$ cat src/rtl/wave_sched_pkg.sv
// Shared types and constants for the wave LUT scheduler.
// Holds waveform-select codes, FSM states and LUT geometry.
package wave_sched_pkg;

    localparam int WAVE_SEL_W = 2;
    typedef logic [WAVE_SEL_W-1:0] wave_sel_t;

    localparam wave_sel_t WAVE_SQUARE = 2'd0;
    localparam wave_sel_t WAVE_SAW    = 2'd1;
    localparam wave_sel_t WAVE_TRI    = 2'd2;
    localparam wave_sel_t WAVE_SINE   = 2'd3;

    typedef enum logic [1:0] {
        IDLE,
        ISSUE,
        DRAIN
    } sched_state_t;

    localparam int LUT_ADDR_W = 9;
    localparam int LUT_LAT    = 1;

endpackage

$ cat src/rtl/wave_sched_chan_regs.sv
// Per-channel pending/active register file with phase accumulators.
// Ports: cfg_* write pending, commit copies pending to active,
// adv advances phase of rd_ch, rd_* return rd_ch's active state.
module wave_sched_chan_regs
    import wave_sched_pkg::*;
#(
    parameter int NUM_CH  = 4,
    parameter int PHASE_W = 24,
    parameter int WAVE_W  = 2,
    localparam int CH_W   = $clog2(NUM_CH)
) (
    input  logic                  clk,
    input  logic                  reset,
    input  logic                  cfg_we,
    input  logic [CH_W-1:0]       cfg_ch,
    input  logic [PHASE_W-1:0]    cfg_inc,
    input  logic [WAVE_W-1:0]     cfg_wave,
    input  logic                  cfg_en,
    input  logic                  cfg_phase_rst,
    input  logic                  commit,
    input  logic                  adv,
    input  logic [CH_W-1:0]       rd_ch,
    output logic [LUT_ADDR_W-1:0] rd_addr,
    output logic [WAVE_W-1:0]     rd_wave,
    output logic                  rd_en
);

    logic [NUM_CH-1:0][PHASE_W-1:0] pend_inc_q, pend_inc_d;
    logic [NUM_CH-1:0][WAVE_W-1:0]  pend_wave_q, pend_wave_d;
    logic [NUM_CH-1:0]              pend_en_q, pend_en_d;
    logic [NUM_CH-1:0]              pend_rst_q, pend_rst_d;

    logic [NUM_CH-1:0][PHASE_W-1:0] inc_q, inc_d;
    logic [NUM_CH-1:0][WAVE_W-1:0]  wave_q, wave_d;
    logic [NUM_CH-1:0]              en_q, en_d;
    logic [NUM_CH-1:0][PHASE_W-1:0] phase_q, phase_d;

    always_comb begin
        pend_inc_d  = pend_inc_q;
        pend_wave_d = pend_wave_q;
        pend_en_d   = pend_en_q;
        pend_rst_d  = pend_rst_q;
        inc_d       = inc_q;
        wave_d      = wave_q;
        en_d        = en_q;
        phase_d     = phase_q;

        if (commit) begin
            inc_d  = pend_inc_q;
            wave_d = pend_wave_q;
            en_d   = pend_en_q;
            for (int i = 0; i < NUM_CH; i++) begin
                if (pend_rst_q[i]) begin
                    phase_d[i] = '0;
                end
            end
            pend_rst_d = '0;
        end

        // A write coinciding with commit lands in pending for next frame.
        if (cfg_we) begin
            pend_inc_d[cfg_ch]  = cfg_inc;
            pend_wave_d[cfg_ch] = cfg_wave;
            pend_en_d[cfg_ch]   = cfg_en;
            pend_rst_d[cfg_ch]  = cfg_phase_rst;
        end

        // Disabled channels keep their slot but hold phase.
        if (adv && en_q[rd_ch]) begin
            phase_d[rd_ch] = phase_q[rd_ch] + inc_q[rd_ch];
        end
    end

    always_ff @(posedge clk) begin
        if (reset) begin
            pend_inc_q  <= '0;
            pend_wave_q <= '0;
            pend_en_q   <= '0;
            pend_rst_q  <= '0;
            inc_q       <= '0;
            wave_q      <= '0;
            en_q        <= '0;
            phase_q     <= '0;
        end else begin
            pend_inc_q  <= pend_inc_d;
            pend_wave_q <= pend_wave_d;
            pend_en_q   <= pend_en_d;
            pend_rst_q  <= pend_rst_d;
            inc_q       <= inc_d;
            wave_q      <= wave_d;
            en_q        <= en_d;
            phase_q     <= phase_d;
        end
    end

    assign rd_addr = phase_q[rd_ch][PHASE_W-1 -: LUT_ADDR_W];
    assign rd_wave = wave_q[rd_ch];
    assign rd_en   = en_q[rd_ch];

endmodule

$ cat src/rtl/wave_lut_scheduler.sv
// Time-multiplexes one registered waveform LUT across NUM_CH voices.
// Ports: sample_tick starts a frame, cfg_* stage channel config,
// lut_* drive/return the shared LUT, ch_* stream per-channel samples,
// frame_done marks the last channel, overrun flags early ticks.
module wave_lut_scheduler
    import wave_sched_pkg::*;
#(
    parameter int NUM_CH  = 4,
    parameter int PHASE_W = 24,
    parameter int WAVE_W  = 2,
    localparam int CH_W   = $clog2(NUM_CH)
) (
    input  logic                  clk,
    input  logic                  reset,
    input  logic                  sample_tick,
    input  logic                  cfg_we,
    input  logic [CH_W-1:0]       cfg_ch,
    input  logic [PHASE_W-1:0]    cfg_inc,
    input  logic [WAVE_W-1:0]     cfg_wave,
    input  logic                  cfg_en,
    input  logic                  cfg_phase_rst,
    output logic [LUT_ADDR_W-1:0] lut_addr,
    output logic [WAVE_W-1:0]     lut_wave,
    input  logic signed [15:0]    lut_data,
    output logic signed [15:0]    ch_sample,
    output logic [CH_W-1:0]       ch_idx,
    output logic                  ch_valid,
    output logic                  frame_done,
    output logic                  overrun
);

    localparam logic [CH_W-1:0] LAST_CH = CH_W'(NUM_CH - 1);

    sched_state_t          state_q, state_d;
    logic [CH_W-1:0]       k_q, k_d;
    logic [LUT_ADDR_W-1:0] lut_addr_q, lut_addr_d;
    logic [WAVE_W-1:0]     lut_wave_q, lut_wave_d;
    logic                  overrun_q, overrun_d;
    logic signed [15:0]    hold_q, hold_d;

    // Tag stage 1 rides with the registered address,
    // stage 2 lines up with lut_data.
    logic                  tag1_v_q, tag1_v_d;
    logic [CH_W-1:0]       tag1_k_q, tag1_k_d;
    logic                  tag1_en_q, tag1_en_d;
    logic                  tag2_v_q, tag2_v_d;
    logic [CH_W-1:0]       tag2_k_q, tag2_k_d;
    logic                  tag2_en_q, tag2_en_d;

    logic                  tick_ok;
    logic                  issue;
    logic [LUT_ADDR_W-1:0] rd_addr;
    logic [WAVE_W-1:0]     rd_wave;
    logic                  rd_en;

    assign tick_ok = sample_tick && (state_q == IDLE);
    assign issue   = (state_q == ISSUE);

    wave_sched_chan_regs #(
        .NUM_CH  (NUM_CH),
        .PHASE_W (PHASE_W),
        .WAVE_W  (WAVE_W)
    ) u_regs (
        .clk           (clk),
        .reset         (reset),
        .cfg_we        (cfg_we),
        .cfg_ch        (cfg_ch),
        .cfg_inc       (cfg_inc),
        .cfg_wave      (cfg_wave),
        .cfg_en        (cfg_en),
        .cfg_phase_rst (cfg_phase_rst),
        .commit        (tick_ok),
        .adv           (issue),
        .rd_ch         (k_q),
        .rd_addr       (rd_addr),
        .rd_wave       (rd_wave),
        .rd_en         (rd_en)
    );

    assign ch_valid   = tag2_v_q;
    assign ch_idx     = tag2_k_q;
    assign frame_done = tag2_v_q && (tag2_k_q == LAST_CH);
    assign ch_sample  = tag2_v_q ? (tag2_en_q ? lut_data : 16'sd0)
                                 : hold_q;
    assign lut_addr   = lut_addr_q;
    assign lut_wave   = lut_wave_q;
    assign overrun    = overrun_q;

    always_comb begin
        state_d    = state_q;
        k_d        = k_q;
        lut_addr_d = lut_addr_q;
        lut_wave_d = lut_wave_q;
        overrun_d  = overrun_q;
        hold_d     = ch_sample;

        tag1_v_d   = issue;
        tag1_k_d   = k_q;
        tag1_en_d  = rd_en;
        tag2_v_d   = tag1_v_q;
        tag2_k_d   = tag1_k_q;
        tag2_en_d  = tag1_en_q;

        if (issue) begin
            lut_addr_d = rd_addr;
            lut_wave_d = rd_wave;
        end

        if (sample_tick && (state_q != IDLE)) begin
            overrun_d = 1'b1;
        end

        unique case (state_q)
            IDLE: begin
                if (sample_tick) begin
                    state_d = ISSUE;
                    k_d     = '0;
                end
            end
            ISSUE: begin
                k_d = k_q + 1'b1;
                if (k_q == LAST_CH) begin
                    state_d = DRAIN;
                end
            end
            DRAIN: begin
                if (frame_done) begin
                    state_d = IDLE;
                end
            end
            default: state_d = IDLE;
        endcase
    end

    always_ff @(posedge clk) begin
        if (reset) begin
            state_q    <= IDLE;
            k_q        <= '0;
            lut_addr_q <= '0;
            lut_wave_q <= '0;
            overrun_q  <= 1'b0;
            hold_q     <= '0;
            tag1_v_q   <= 1'b0;
            tag1_k_q   <= '0;
            tag1_en_q  <= 1'b0;
            tag2_v_q   <= 1'b0;
            tag2_k_q   <= '0;
            tag2_en_q  <= 1'b0;
        end else begin
            state_q    <= state_d;
            k_q        <= k_d;
            lut_addr_q <= lut_addr_d;
            lut_wave_q <= lut_wave_d;
            overrun_q  <= overrun_d;
            hold_q     <= hold_d;
            tag1_v_q   <= tag1_v_d;
            tag1_k_q   <= tag1_k_d;
            tag1_en_q  <= tag1_en_d;
            tag2_v_q   <= tag2_v_d;
            tag2_k_q   <= tag2_k_d;
            tag2_en_q  <= tag2_en_d;
        end
    end

endmodule

$ cat config.mk
export PLATFORM = sky130hd
export DESIGN_NAME = wave_lut_scheduler
export DESIGN_NICKNAME = d
export VERILOG_FILES = /design/src/rtl/wave_sched_pkg.sv /design/src/rtl/wave_sched_chan_regs.sv /design/src/rtl/wave_lut_scheduler.sv
export SDC_FILE = /design/constraint.sdc
export NUM_CORES = 1
export LEC_CHECK = 0
export CELL_PAD_IN_SITES_DETAIL_PLACEMENT = 1
export CELL_PAD_IN_SITES_GLOBAL_PLACEMENT = 1
export CORE_MARGIN = 2
export CORE_UTILIZATION = 51
export CTS_BUF_LIST = sky130_fd_sc_hd__clkbuf_4
export DETAILED_ROUTE_END_ITERATION = 10
export PLACE_DENSITY_LB_ADDON = 0.1
export SLEW_MARGIN = 20
export SYNTH_ARGS = -nofsm -noshare
export SYNTH_HDL_FRONTEND = slang
export SYNTH_SLANG_ARGS = --single-unit
$ cat constraint.sdc
create_clock -name clk -period 6.9 [get_ports clk]
set_input_delay 2.07 -clock clk [delete_from_list [all_inputs] [get_ports clk]]
set_output_delay 2.07 -clock clk [all_outputs]
set_load 0.01 [all_outputs]
Run 1, routing congestion map:
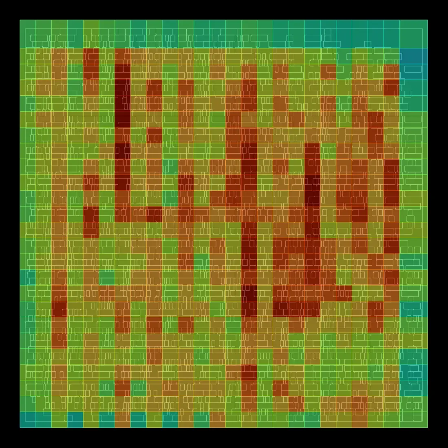
grt met2 use: 0.519
Final Core Density: 0.585

Run 1, sequential cells coloured by netlist name:
Bar = 50 um. Other sequential cells in the stronger grey, the rest of the logic in the fainter grey.
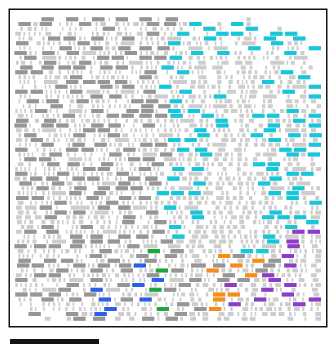
legend:
  u_regs.phase_q:
    colour: cyan
    flops: 96
  u_regs.pend_en_q:
    colour: green
    flops: 4
    where: bottom middle
  lut_addr:
    colour: orange
    flops: 9
  hold_q:
    colour: purple
    flops: 16
    where: bottom right
  u_regs.wave_q:
    colour: blue
    flops: 8
not coloured: 223

Run 1, gate families picked out:
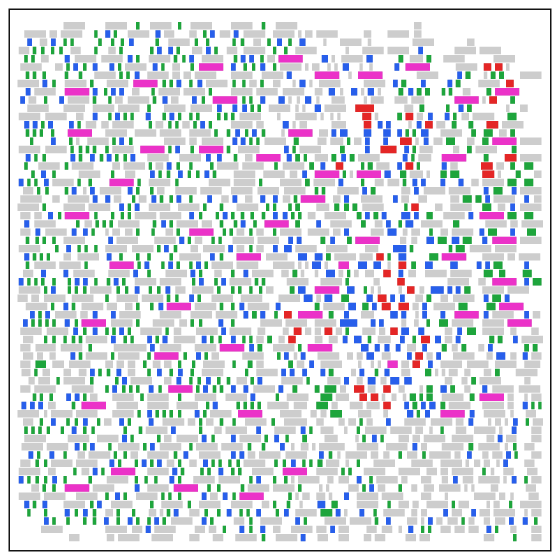
legend:
  non-inverting ao/oa cells:
    colour: red
    cells: 39
  aoi and oai cells:
    colour: blue
    cells: 414
    where: spread over the die
  mux cells:
    colour: magenta
    cells: 53
    where: spread over the die
  nand cells:
    colour: green
    cells: 638
    where: spread over the die

Run 1, metal layers overlaid:
Only two layers are drawn.
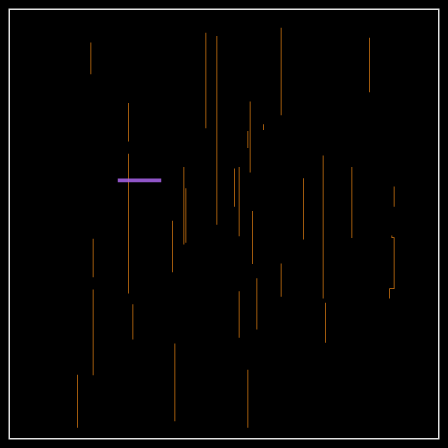
legend:
  metal 4:
    colour: orange
    wire_length: 805 um
  metal 5:
    colour: purple
    wire_length: 16.6 um

[run 1: flip-flops by register name, indices dropped and copies added, names as in the netlist, 4 cells and up]
register            cells
hold_q                 16
lut_addr                9
u_regs.en_q             4
u_regs.inc_q           96
u_regs.pend_en_q        4
u_regs.pend_inc_q      96
u_regs.pend_rst_q       4
u_regs.pend_wave_q      8
u_regs.phase_q         96
u_regs.wave_q           8
[run 1: final cells by class]
cell class	instances	area [um^2]	share of cell area
antenna	2	5.00	0.000288
clock buffer	133	998	0.0574
clock inverter	19	120	0.00691
inverter	26	97.6	0.00561
multi-input combinational	1319	7630	0.439
sequential	356	7130	0.410
tap	390	488	0.0281
timing repair buffer	90	908	0.0523
[run 1: cells in the mapped netlist, types with 12 or more instances]
cell,number,area share
clkbuf_1,109,0.027
mux4_2,51,0.074
nor2_1,58,0.014
nor2b_1,24,0.0097
a31oi_1,18,0.0073
nand3_1,74,0.024
buf_2,17,0.0055
dfxtp_1,356,0.46
or3_1,12,0.0049
a21oi_1,291,0.094
nand2_1,518,0.13
a21o_1,14,0.0068
o21ai_0,64,0.021
inv_1,25,0.0061
and3_1,13,0.0053
o21a_1,12,0.0058
ha_1,27,0.022
nand4b_1,27,0.015
[run 1: placed cells by master, fill, tap and decap left out, types with 8 or more instances in the layout]
cell,n
clkbuf_4,133
nor3_1,8
mux4_2,51
inv_1,25
dfxtp_1,354
nand2_1,517
o21a_1,12
a21oi_1,291
a31oi_1,18
ha_1,27
o211ai_1,9
clkdlybuf4s50_1,80
and3_1,13
nand4_1,11
nand3_1,73
o21ai_0,64
or3_1,12
nor2b_1,24
nand4b_1,27
a21o_1,14
nor2_1,56
clkinv_1,13
[run 1: routing by layer]
| metal | part of all wire | routed length, um | global-route usage |
|---|---|---|---|
| met1 | 0.42 | 19500 | 0.361 |
| met3 | 0.053 | 2420 | 0.0574 |
| met2 | 0.51 | 23300 | 0.519 |
| met4 | 0.017 | 805 | 0.0888 |
| met5 | 0.00035 | 16 | 0 |
[run 1: logic make-up (layout without fill, tap and decap cells)]
logic type	after synthesis	after routing	synth area share
compound gates	453	453	0.166
xor+xnor	10	10	0.00568
fa+ha+maj	28	28	0.0232
buf+inv	167	268	0.0452
flops	356	356	0.462
mux	53	53	0.0758
other cells	0	2	0
simple gates	775	775	0.222
[run 1: path summary, 6_finish.rpt]
kind                         to  slack (ns)  cells past startpoint
max               ch_sample[11]        1.52                      4
max reg2reg  u_regs.phase_q[34]        2.71                     11
min            u_regs.inc_q[39]        0.44                      2
min reg2reg    u_regs.inc_q[39]        0.44                      2
[run 1: report_power, final]
part / total, W / leakage (nW) / switching, W / internal, W
registers: 0.00212 / 2.88 / 0.0000283 / 0.00209
logic: 0.000250 / 2.49 / 0.000167 / 0.0000824
clock network: 0.00179 / 0.670 / 0.000867 / 0.000919
total: 0.00415 / 6.04 / 0.00106 / 0.00309
[run 1: worst max-delay path, delay by kind of cell]
family | cells | cell delay, ns
compound gates | 1 | 0.13
buf+inv | 2 | 1.05
simple gates | 1 | 0.05
==> out/metrics.cfg, run 1 <==
[critical_path]
cp-end-kind=output port
worstSetupPathType=input pin to output port
crit_path_frequent_cell=clkdlybuf4s50_1
cpPeakStageDelay_ns=0.58
cp-startpoint=lut_data[11]
crit_required_ns=4.83

[run_status]
outcome=completed

[power]
power_w=0.00415
ir_worst_vdd_mv=0.176

[global_routing]
grt_max_degree=220
grt_pass1_vias=14236
grt_overflow=0

[finish]
drive_gt1_frac=0.118
fillers=3590
fin_nets=1965
syn2layout_area_growth_pct=12.7
design_area_mm2=0.0174

[placement]
dp_cells=2181
dp_hpwl_um=27600
gp_congestion=0.874

[drt]
drtIter0Drc=840
wl_um=46000
dr.pass1.iters=5
vias=13653

[timing]
fin_crit_sh=0.780
max-slew-margin-rel=0.244
worst_slew_pin_slew_ns=1.13
tns_ns=0
skew_ns=0.0652
clock.fmax_mhz=186
period_needed_ns=5.38

[logic_synthesis]
ys_types=70
synth_warnings=0
syn_inst=1842
ys_seq_frac=0.462

[floorplan]
die_x_um=178
num_rows=63

[clock_tree]
ctsResizeCount=0
post_cts_buffers=0
cts_hold_buffers=0
cts_tree=yes
worstSkewPairLatency_ns=0.78
cts_buffer_depth=3

[worst_hold_path]
hold_start=u_regs.pend_inc_q[39]

==> run 1 -> run 2 <==
CORE_UTILIZATION = 47   (was 51)
clock period = 5.65 ns   (was 6.9 ns; I/O delays follow)
Run 2, routing congestion map:
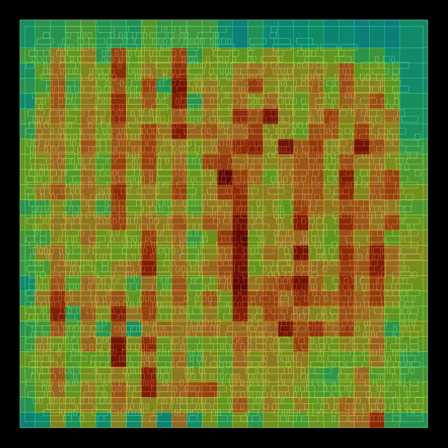
WL/cell: 19.4 um
Final Core Density: 0.543
grt met2 use: 0.468
met1 global-route usage: 0.353

Run 2, met4 routing:
Bar = 50 um.
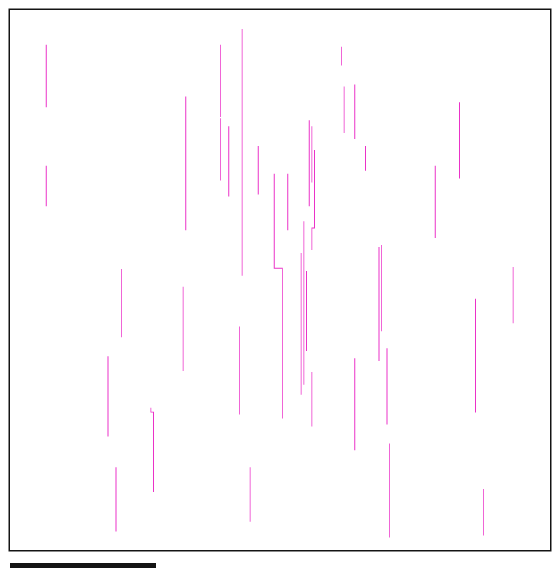
main direction: vertical
nets with wire on the layer: 27

==> run 2 against run 1 <==
Core utilization is 4.2 points lower. First-iteration DRC count is 0.71% lower. Sequential power is 22% higher. Cell count is 3.3% higher. Synthesized area stayed put. Combinational power is 24% higher. Flip-flop count stayed put. Critical path type unchanged. Critical endpoint is now ch_sample[14]. Largest cell class unchanged.
==> out/metrics.cfg, run 2 <==
[run_status]
outcome=completed  ; unchanged

[global_routing]
grt_pass1_vias=14246  ; was 14236

[worst_hold_path]
min_to=tag2_en_q  ; was u_regs.inc_q[39]

[clock_tree]
cts_tree=yes  ; unchanged
post_cts_buffers=0  ; unchanged

[timing]
fin_crit_sh=0.827
tns_ns=0  ; unchanged
worst_slew_pin_slew_ns=1.18  ; was 1.13 ns

[placement]
dp_hpwl_um=28200  ; was 27600 um
gp_congestion=0.849  ; was 0.874

[finish]
layout_top_cell=nand2_1  ; unchanged
reg.largest.list=u_regs.inc_q (96), u_regs.pend_inc_q (96), u_regs.phase_q (96)  ; unchanged
drive_gt1_frac=0.129  ; was 0.118

[logic_synthesis]
yosys-top-cells-count=518 x nand2_1, 356 x dfxtp_1, 291 x a21oi_1  ; unchanged
largest_area_cell=dfxtp_1  ; unchanged
syn_inst=1842  ; unchanged

[drt]
drtIter0Drc=834  ; was 840
dr.pass1.iters=5  ; unchanged

[floorplan]
num_rows=66  ; was 63
die_x_um=185  ; was 178 um

[critical_path]
cp-end-kind=output port  ; unchanged
crit_path_frequent_cell=clkdlybuf4s50_1  ; unchanged

==> run 2: cell counts after synthesis <==
Identical to the previous run, type by type.
==> run 2: layer usage <==
layer | GRT usage | wire length, um | up-vias
li1 | - | - | 6520
met1 | 0.353 | 21100 | 6703
met2 | 0.468 | 22500 | 306
met3 | 0.0560 | 2100 | 81
met4 | 0.100 | 1100 | 0
met5 | 0 | 0 | -
==> run 2: cells by family (layout without fill, tap and decap cells) <==
| family | Yosys count | in the layout | share of synthesized area |
|---|---|---|---|
| adder cells (fa/ha/maj) | 28 | 28 | 0.0232 |
| multiplexers | 53 | 53 | 0.0758 |
| AND/OR/NAND/NOR | 775 | 775 | 0.222 |
| AND-OR/OR-AND | 453 | 453 | 0.166 |
| flip-flops | 356 | 356 | 0.462 |
| XOR/XNOR | 10 | 10 | 0.00568 |
| buffers and inverters | 167 | 290 | 0.0452 |
| other | 0 | 4 | 0 |
==> run 2: critical path: cells and delay by family <==
family                 cells  cell delay [ns]
and+or+nand+nor            1             0.08
AOI/OAI and AO/OA          1             0.14
buffers and inverters      2             1.05
==> run 2: report_power, final <==
group          internal [W]  switching, W
Combinational      0.000104      0.000205
Sequential          0.00255     0.0000346
Clock               0.00123       0.00110
Total               0.00388       0.00134
==> run 2: worst max path at each step <==
stage | startpoint | to | slack [ns]
detailed placement | lut_data[14] | ch_sample[14] | 0.97
CTS | ch_valid | ch_sample[1] | 0.95
global route | ch_valid | ch_sample[9] | 0.87
floorplan | lut_data[14] | ch_sample[14] | 2.05
finish | lut_data[14] | ch_sample[14] | 0.98
global placement | lut_data[14] | ch_sample[14] | 1.05
==> run 2: per-stage QoR <==
step	std cells	power [W]	worst slack (ns)	cell area (um^2)	hold WS [ns]
after floorplan	1842	0.00282	2.05	15400	0.414
final	2411	0.00523	0.979	17600	0.431
after global routing	2409	0.00546	0.872	17600	0.452
after detailed placement	2238	0.00295	0.975	16400	0.431
after global placement	2238	0.00295	1.05	16400	0.421
after CTS	2407	0.00529	0.955	17600	0.429
==> run 2: final cells by class <==
type,instances,area [um^2],share of cell area
Clock buffer,154,1160,0.0657
Antenna cell,4,10.0,0.000568
Timing Repair Buffer,95,958,0.0544
Clock inverter,15,75.1,0.00426
Multi-Input combinational cell,1319,7630,0.433
Tap cell,442,553,0.0314
Inverter,26,97.6,0.00554
Sequential cell,356,7130,0.405
Power figures rest on the tool's default switching activity, not on a simulated workload.
